===== src/rtl/cursor_sprite_gen_pkg.sv =====
// Shared constants for the bitmap cursor: default sprite size, index widths and the arrow mask.
package cursor_sprite_gen_pkg;

    localparam int SPR_W_DEF = 8;
    localparam int SPR_H_DEF = 12;
    localparam int IDX_W     = 4;
    localparam int MASK_DIM  = 16;

    // One row of the arrow bitmap; bit c is the pixel in column c.
    function automatic logic [MASK_DIM-1:0] mask_row(input logic [IDX_W-1:0] row);
        case (row)
            4'd0:    mask_row = 16'h0001;
            4'd1:    mask_row = 16'h0003;
            4'd2:    mask_row = 16'h0007;
            4'd3:    mask_row = 16'h000F;
            4'd4:    mask_row = 16'h001F;
            4'd5:    mask_row = 16'h003F;
            4'd6:    mask_row = 16'h007F;
            4'd7:    mask_row = 16'h00FF;
            4'd8:    mask_row = 16'h001F;
            4'd9:    mask_row = 16'h001B;
            4'd10:   mask_row = 16'h0031;
            4'd11:   mask_row = 16'h0030;
            default: mask_row = 16'h0000;
        endcase
    endfunction

endpackage


===== src/rtl/cursor_sprite_gen_mask_rom.sv =====
// Combinational (row, col) -> opaque-bit lookup of the cursor arrow mask; the caller registers it.
module cursor_mask_rom
    import cursor_sprite_gen_pkg::*;
(
    input  logic [IDX_W-1:0] row_i,
    input  logic [IDX_W-1:0] col_i,
    output logic             bit_o
);

    logic [MASK_DIM-1:0] row_bits;

    always_comb begin
        row_bits = mask_row(row_i);
        bit_o    = row_bits[col_i];
    end

endmodule


===== src/rtl/cursor_sprite_gen.sv =====
// Bitmap cursor overlay: double-buffered position committed at frame start, 2-stage hit pipeline.
// Optional blink of the cursor every BLINK_FRAMES frames when CURSOR_BLINK_EN is defined.
module cursor_sprite_gen
    import cursor_sprite_gen_pkg::*;
#(
    parameter int H_BITS       = 10,
    parameter int V_BITS       = 10,
    parameter int SPR_W        = SPR_W_DEF,
    parameter int SPR_H        = SPR_H_DEF,
    parameter int BLINK_FRAMES = 30
) (
    input  logic              clk,
    input  logic              rst_n,
    input  logic [H_BITS-1:0] pos_x,
    input  logic [V_BITS-1:0] pos_y,
    input  logic              pos_valid,
    output logic              pos_ready,
    input  logic              frame_start,
    input  logic [H_BITS-1:0] pix_x,
    input  logic [V_BITS-1:0] pix_y,
    input  logic              pix_valid,
    input  logic              cursor_en,
    output logic              out_valid,
    output logic              out_hit,
    output logic [3:0]        out_row,
    output logic [3:0]        out_col
);

    localparam logic signed [H_BITS:0] SPR_W_S = (H_BITS+1)'(SPR_W);
    localparam logic signed [V_BITS:0] SPR_H_S = (V_BITS+1)'(SPR_H);

    logic [H_BITS-1:0] act_x_q, act_x_d, pend_x_q, pend_x_d;
    logic [V_BITS-1:0] act_y_q, act_y_d, pend_y_q, pend_y_d;
    logic              pend_vld_q, pend_vld_d;
    logic              visible;

    assign pos_ready = !pend_vld_q;

    // A pending position can only commit when pend_vld is set, and can only load when it is clear,
    // so a handshake coinciding with frame_start always waits for the next frame.
    always_comb begin
        act_x_d    = act_x_q;
        act_y_d    = act_y_q;
        pend_x_d   = pend_x_q;
        pend_y_d   = pend_y_q;
        pend_vld_d = pend_vld_q;
        if (frame_start && pend_vld_q) begin
            act_x_d    = pend_x_q;
            act_y_d    = pend_y_q;
            pend_vld_d = 1'b0;
        end else if (pos_valid && !pend_vld_q) begin
            pend_x_d   = pos_x;
            pend_y_d   = pos_y;
            pend_vld_d = 1'b1;
        end
    end

    always_ff @(posedge clk) begin
        if (!rst_n) begin
            act_x_q    <= '0;
            act_y_q    <= '0;
            pend_vld_q <= 1'b0;
        end else begin
            act_x_q    <= act_x_d;
            act_y_q    <= act_y_d;
            pend_vld_q <= pend_vld_d;
        end
    end

    always_ff @(posedge clk) begin
        pend_x_q <= pend_x_d;
        pend_y_q <= pend_y_d;
    end

    // Stage 1: sprite-relative offset and box test against the position active this cycle.
    logic signed [H_BITS:0] dx;
    logic signed [V_BITS:0] dy;
    logic                   in_box;
    logic                   vld_p1_q, box_p1_q, en_p1_q;
    logic [IDX_W-1:0]       row_p1_q, col_p1_q;

    assign dx     = $signed({1'b0, pix_x}) - $signed({1'b0, act_x_q});
    assign dy     = $signed({1'b0, pix_y}) - $signed({1'b0, act_y_q});
    assign in_box = !dx[H_BITS] && (dx < SPR_W_S) && !dy[V_BITS] && (dy < SPR_H_S);

    always_ff @(posedge clk) begin
        if (!rst_n) begin
            vld_p1_q <= 1'b0;
            box_p1_q <= 1'b0;
            en_p1_q  <= 1'b0;
        end else begin
            vld_p1_q <= pix_valid;
            box_p1_q <= pix_valid && in_box;
            en_p1_q  <= cursor_en;
        end
    end

    always_ff @(posedge clk) begin
        row_p1_q <= dy[IDX_W-1:0];
        col_p1_q <= dx[IDX_W-1:0];
    end

    // Stage 2: mask lookup and registered outputs.
    logic mask_bit;
    logic hit_d;
    logic out_valid_q, out_hit_q;
    logic [3:0] out_row_q, out_col_q;

    cursor_mask_rom u_rom (
        .row_i (row_p1_q),
        .col_i (col_p1_q),
        .bit_o (mask_bit)
    );

    assign hit_d = vld_p1_q && box_p1_q && en_p1_q && mask_bit && visible;

    always_ff @(posedge clk) begin
        if (!rst_n) begin
            out_valid_q <= 1'b0;
            out_hit_q   <= 1'b0;
            out_row_q   <= '0;
            out_col_q   <= '0;
        end else begin
            out_valid_q <= vld_p1_q;
            out_hit_q   <= hit_d;
            out_row_q   <= hit_d ? row_p1_q : '0;
            out_col_q   <= hit_d ? col_p1_q : '0;
        end
    end

    assign out_valid = out_valid_q;
    assign out_hit   = out_hit_q;
    assign out_row   = out_row_q;
    assign out_col   = out_col_q;

`ifdef CURSOR_BLINK_EN
    localparam int CNT_W = (BLINK_FRAMES > 1) ? $clog2(BLINK_FRAMES) : 1;
    logic [CNT_W-1:0] blink_cnt_q;
    logic             visible_q;

    always_ff @(posedge clk) begin
        if (!rst_n) begin
            blink_cnt_q <= '0;
            visible_q   <= 1'b1;
        end else if (frame_start) begin
            if (blink_cnt_q == CNT_W'(BLINK_FRAMES - 1)) begin
                blink_cnt_q <= '0;
                visible_q   <= !visible_q;
            end else begin
                blink_cnt_q <= blink_cnt_q + 1'b1;
            end
        end
    end

    assign visible = visible_q;
`else
    logic unused_blink;
    assign unused_blink = (BLINK_FRAMES > 0);
    assign visible      = 1'b1;
`endif

endmodule


===== config.mk =====
export PLATFORM = sky130hd
export DESIGN_NAME = cursor_sprite_gen
export DESIGN_NICKNAME = d
export VERILOG_FILES = /design/src/rtl/cursor_sprite_gen_pkg.sv /design/src/rtl/cursor_sprite_gen_mask_rom.sv /design/src/rtl/cursor_sprite_gen.sv
export SDC_FILE = /design/constraint.sdc
export NUM_CORES = 1
export LEC_CHECK = 0
export CORE_MARGIN = 3
export CORE_UTILIZATION = 35
export DETAILED_ROUTE_END_ITERATION = 16
export DONT_BUFFER_PORTS = 1
export HOLD_SLACK_MARGIN = 0.05
export PLACE_DENSITY = 0.6
export SLEW_MARGIN = 20
export SYNTH_ARGS = -nofsm -noshare
export SYNTH_HDL_FRONTEND = slang
export SYNTH_SLANG_ARGS = --single-unit

===== constraint.sdc =====
create_clock -name clk -period 3.6 [get_ports clk]
set_input_delay 1.08 -clock clk [delete_from_list [all_inputs] [get_ports clk]]
set_output_delay 1.08 -clock clk [all_outputs]
set_load 0.01 [all_outputs]

### Nets reached from selected ports, run 1

Drawn at 4 px/um.
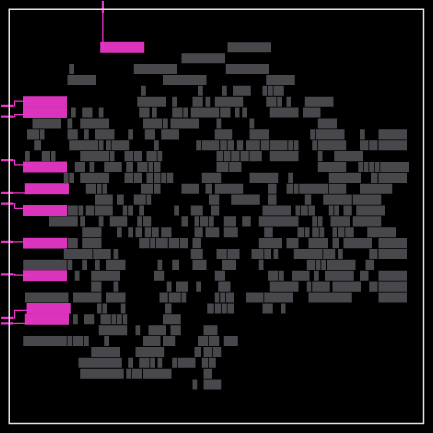
[magenta] pos_y | bits: 10 | direction: input | end cells: 10 | buffers: 0 | wire: 62.2 um

### Met2 routing, run 1

Drawn at 4 px/um.
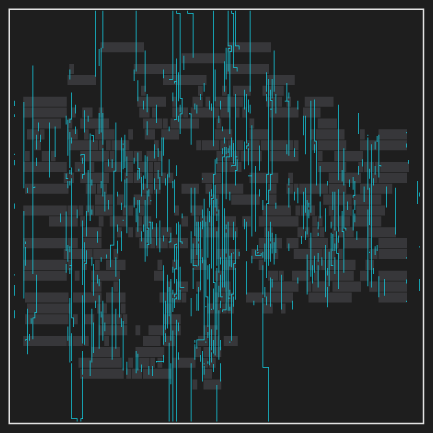
wire length on this layer: 2960 um
nets with wire on the layer: 328
main direction: vertical

### Clock network drawn from the DEF, run 1

Drawn at 4 px/um.
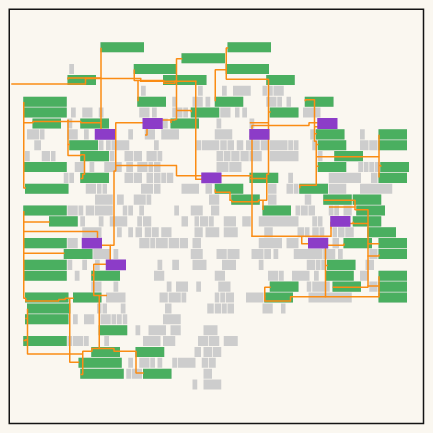
[green] flip-flops | count: 70
[purple] cells driving clock nets | count: 9
[orange] clock wires | length: 838 um
routed clock nets: 10

### Clock routing, run 1

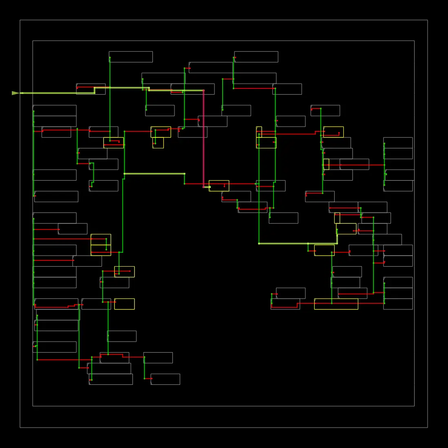
registers: 70
Clock buffer cells: 12

==> results.py, run 1 <==
# Flow results
metrics = {
    "status": {
        "status": "completed",
    },
    "cells_and_area": {
        "nFillCells": 905,
        "synthToLayoutAreaGrowth_pct": 8.974,
        "final_layout_size_suffix_gt1_share_pct": 7.759,
        "seq_area_mm2": 0.001602,
        "final_cell_mix": "nand2_1, dfxtp_1, inv_1, a21boi_0, ha_1",
        "final_cells": 456,
    },
    "timing": {
        "final-setup-viol-count": 0,
        "max-slew-margin-rel_pct": 35.81,
        "rsz0062_at_grt": "no",
        "fin_tns_setup_ps": 0,
        "clock.fmax_mhz": 390.8,
        "min_period_ps": 2559,
        "worstMarginPinSlew_ps": 958.5,
        "fin_skew_ps": 6.692,
    },
    "logic_synthesis": {
        "synth_nets": 409,
        "syn_inst": 340,
        "ys_cells": 340,
        "synth_flops": 70,
        "edf_count": 20,
        "synth-warning-count": 0,
        "ys_seq_share_pct": 48.47,
        "yosysUniqueCellTypes": 54,
        "async_reset_ff_share_pct": 0,
    },
    "critical_path": {
        "worstPathCellList": "inv_1 -> ha_1 -> fa_1 -> nand2b_1 -> a21oi_1 -> nor2_1 -> o21ai_1 -> a21oi_1 -> xnor2_1 -> nor4_2",
        "crit_top_cell": "a21oi_1",
        "critPathMaxFanout": 5,
        "worst_setup_path_end_kind": "register",
        "cp_data_required_time_ps": 3850,
        "cp_top_family": "adder cells",
        "reg2reg_to": "u_rom.row_bits[7]",
        "cpPeakStageDelay_ps": 470,
        "crit_arrival_ps": 2800,
        "critPathSlowestCell": "fa_1",
        "r2r_cells": 9,
        "worstSetupPathType": "input pin to register",
        "rr_startpoint": "act_y_q[2]",
    },
    "floorplanning": {
        "die_h_um": 103.2,
        "io_pins": 57,
    },
    "route": {
        "wl_per_cell_um": 13.67,
        "routed_wl_um": 6235,
        "viasPerCell": 4.857,
        "dr.pass1.iters": 4,
    },
    "clock_network": {
        "cts_tree": "yes",
        "cts_resized": 0,
        "cts_buffers": 9,
        "ctsLongestPathBuffers": 2,
        "clock_latency_ps": 330,
        "ctsRootBufferMaster": "clkbuf_8",
        "cts.sinks": 70,
    },
    "power": {
        "p_leak_nw": 1.366,
    },
    "global_routing": {
        "track_usage_pct": 12.64,
        "grt_pass1_vias": 2116,
        "antenna_found_initial": 0,
    },
    "min_path": {
        "hold_depth": 1,
    },
    "placed_design": {
        "place.gp.congestion": 0.9575,
        "post-dp-hpwl_um": 4882,
    },
    "job": {
        "cap_violations": 0,
    },
}
## run 1: cells by family after synthesis
group | Yosys count | share of synthesized area (%)
other | 1 | 0.1135
xor gates and xnor gates | 8 | 2.689
muxes | 4 | 1.969
adders and majority gates | 23 | 9.163
DFF | 70 | 48.47
buffers and inverters | 47 | 5.680
and+or+nand+nor | 112 | 16.28
AOI/OAI and AO/OA | 75 | 15.64
## run 1: report_power, final
group	total, mW	internal [mW]	switching, mW
registers	0.890	0.871	0.0191
logic	0.252	0.106	0.145
clock network	0.620	0.354	0.267
## run 1: layer usage
| metal | routed length (um) | up-vias | share of wire [%] | track usage (%) |
|---|---|---|---|---|
| met5 | 0 | - | 0 | 0 |
| met3 | 447 | 2 | 7.2 | 4.871 |
| met2 | 2962 | 69 | 48 | 20.82 |
| met1 | 2800 | 983 | 45 | 15.03 |
| li1 | - | 1161 | - | - |
| met4 | 24 | 0 | 0.38 | 4.482 |
## run 1: worst max-delay path by stage
stage,slack (ps),cells after the start,from,end
detailed placement,710,10,pix_y[0],box_p1_q
global route,930,10,pix_y[0],box_p1_q
global placement,750,10,pix_y[0],box_p1_q
CTS,1070,10,pix_y[0],box_p1_q
floorplan,880,10,pix_y[0],box_p1_q
finish,1040,10,pix_y[0],box_p1_q
## run 1: per-stage QoR
| stage | hold slack, ps | cell area, um2 | setup WS [ps] | utilization [%] |
|---|---|---|---|---|
| 4_1_cts | 428.4 | 3601 | 1068 | 40.31 |
| 3_5_place_dp | 412.8 | 3401 | 711.6 | 38.07 |
| 2_1_floorplan | 405.7 | 3304 | 880.5 | - |
| 3_3_place_gp | 409.9 | 3401 | 745.8 | 38.07 |
| 5_1_grt | 438.1 | 3601 | 929.6 | 40.31 |
| 6_report | 427.9 | 3601 | 1041 | 40.31 |
## run 1: layout make-up
type	count	share of cell area, %
Inverter	39	4.065
Clock buffer	12	4.309
Clock inverter	4	1.251
Tap cell	108	3.753
Multi-Input combinational cell	223	42.15
Sequential cell	70	44.48
## run 1: Yosys cell counts (2+ instances only)
library cell	n	share of area, %
nor2_1	17	1.9
xnor2_1	4	1.1
ha_1	21	8.0
nor3_1	2	0.30
dfxtp_1	50	30
nand3_1	7	1.1
o211ai_1	3	0.68
a21oi_2	2	0.53
nand2_1	51	5.8
a311o_1	2	0.61
o21ai_1	5	0.76
a21boi_0	21	4.8
nand4b_1	2	0.53
fa_1	2	1.2
and2_1	11	2.1
edfxtp_1	20	18
nand2b_1	7	1.3
a21o_1	2	0.45
o21ai_0	11	1.7
o22ai_1	2	0.38
xor2_1	3	0.80
nor2b_1	5	0.95
clkbuf_1	6	0.68
a21oi_1	11	1.7
a31oi_1	4	0.76
inv_1	38	4.3
nand3b_1	2	0.45
mux2i_1	2	0.61
mux4_2	2	1.4
## run 1: sequential cells by signal (all words and copies together) (netlist names)
| register | flops |
|---|---|
| out_row | 4 |
| row_p1_q | 4 |
| u_rom.row_bits | 8 |
| out_col | 4 |
| box_p1_q | 1 |
| pend_y_q | 10 |
| out_hit | 1 |
| pend_vld_q | 1 |
| vld_p1_q | 1 |
| en_p1_q | 1 |
| out_valid | 1 |
| act_x_q | 10 |
| col_p1_q | 4 |
| act_y_q | 10 |
| pend_x_q | 10 |
==> inputs of run 2 (changes only) <==
PLACE_DENSITY = 0.62   (was 0.6)
clock period = 2.31 ns   (was 3.6 ns; I/O delays follow)
### Clock network drawn from the DEF, run 2

Drawn at 4 px/um.
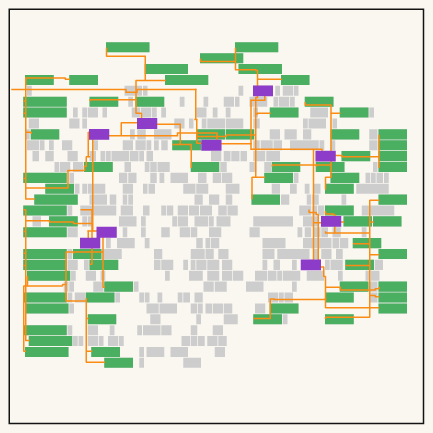
[green] flip-flops | count: 70
[purple] cells driving clock nets | count: 9
[orange] clock wires | length: 856 um
routed clock nets: 10

==> results.py, run 2 <==
# Flow results
metrics = {
    "critical_path": {
        "crit_arrival_ps": 2360,
        "critPathMaxFanout": 4,
        "worstSetupPathType": "input pin to register",
        "rr_startpoint": "act_y_q[1]",
        "worstPathCellList": "inv_1 -> ha_1 -> fa_2 -> nand2b_1 -> a21oi_1 -> nor2_1 -> o21ai_1 -> a21oi_1 -> xnor2_1 -> nor4_2",
        "cp_data_required_time_ps": 2560,
        "crit_top_cell": "a21oi_1",
        "critPathSlowestCell": "fa_2",
        "worst_setup_path_end_kind": "register",
    },
    "logic_synthesis": {
        "top_cells_by_count": "nand2_1, dfxtp_1, inv_1",
        "ys_seq_share_pct": 48.47,
        "synth.largest_area_cell": "dfxtp_1",
        "synth_top_cell_by_count": "nand2_1",
        "async_reset_ff_share_pct": 0,
        "edf_count": 20,
        "yosysUniqueCellTypes": 54,
        "synth_flops": 70,
        "ys_cells": 340,
    },
    "clock_network": {
        "ctsLongestPathBuffers": 2,
        "cts_tree": "yes",
        "cts.sinks": 70,
    },
    "placed_design": {
        "post-dp-hpwl_um": 5169,
        "place.gp.congestion": 0.9412,
    },
    "cells_and_area": {
        "synthToLayoutAreaGrowth_pct": 13.14,
        "final_cell_mix": "nand2_1, dfxtp_1, inv_1, a21boi_0, ha_1",
        "final_layout_size_suffix_gt1_share_pct": 13.62,
        "final_core_util_pct": 41.85,
    },
    "timing": {
        "rsz0062_at_grt": "no",
        "clock.fmax_mhz": 475.3,
    },
    "route": {
        "viasPerCell": 4.838,
        "wl_per_cell_um": 13.54,
    },
    "floorplanning": {
        "die_h_um": 103.2,
    },
    "status": {
        "status": "completed",
    },
    "power": {
        "switching_share_pct": 25.89,
        "p_leak_nw": 1.463,
        "combPwrFrac_pct": 15.8,
        "clockPowerShare_pct": 33.8,
    },
    "job": {
        "cap_violations": 0,
    },
    "global_routing": {
        "track_usage_pct": 13.16,
        "grt_pass1_vias": 2240,
    },
}
## run 2: final timing paths
check / to / cells after the start / slack, ps
setup / recovery: box_p1_q / 10 / 210
hold / removal: out_row[3] / 1 / 430
setup reg to reg: box_p1_q / 9 / 270
hold reg to reg: out_row[3] / 1 / 430
## run 2: routing by layer
metal | track usage (%) | wire [um] | up-vias | share of wire, %
li1 | - | - | 1196 | -
met3 | 4.736 | 472 | 17 | 7.3
met4 | 5.279 | 179 | 0 | 2.8
met5 | 0 | 0 | - | 0
met2 | 20.62 | 2899 | 75 | 45
met1 | 16.49 | 2882 | 1010 | 45
## run 2: cells by family (layout without fill, tap and decap cells)
family	count (synthesis)	count (layout)	share of synthesized area [%]
buffers and inverters	47	74	5.680
AOI/OAI and AO/OA	75	75	15.64
other	1	1	0.1135
muxes	4	4	1.969
DFF	70	70	48.47
and+or+nand+nor	112	112	16.28
xor gates and xnor gates	8	8	2.689
adders and majority gates	23	23	9.163
## run 2: cell type report
cell class                 instances  area [um2]
tap                              108       135.1
fill                             895        5195
clock buffer                      11       162.7
sequential                        70        1602
multi-input combinational        223        1520
clock inverter                     5       30.03
timing repair buffer              19       142.6
inverter                          39       146.4
## run 2: power by group through the flow
stage	Clock (mW)	Sequential, mW	Combinational (mW)
after global routing	1.01	1.40	0.498
after detailed placement	0	1.42	0.438
after floorplan	0	1.41	0.328
after global placement	0	1.41	0.433
after CTS	0.967	1.39	0.440
final	0.929	1.39	0.436
## run 2: stage by stage
| step | instances | TNS (ps) | setup WS [ps] | power (mW) | area [um2] |
|---|---|---|---|---|---|
| after floorplan | 340 | 0 | 42.58 | 1.734 | 3307 |
| after global placement | 459 | -82.28 | -82.28 | 1.845 | 3546 |
| after detailed placement | 459 | -151.8 | -151.8 | 1.854 | 3546 |
| after CTS | 475 | 0 | 200.0 | 2.795 | 3739 |
| after global routing | 475 | 0 | 7.618 | 2.909 | 3739 |
| final | 475 | 0 | 206.3 | 2.751 | 3739 |
## run 2: critical path: cells and delay by family
family,cells,cell delay [ps]
adders and majority gates,2,600
AOI/OAI and AO/OA,3,430
xor gates and xnor gates,1,130
buffers and inverters,1,30
and+or+nand+nor,3,460
Power is estimated from default activity; no workload was simulated.
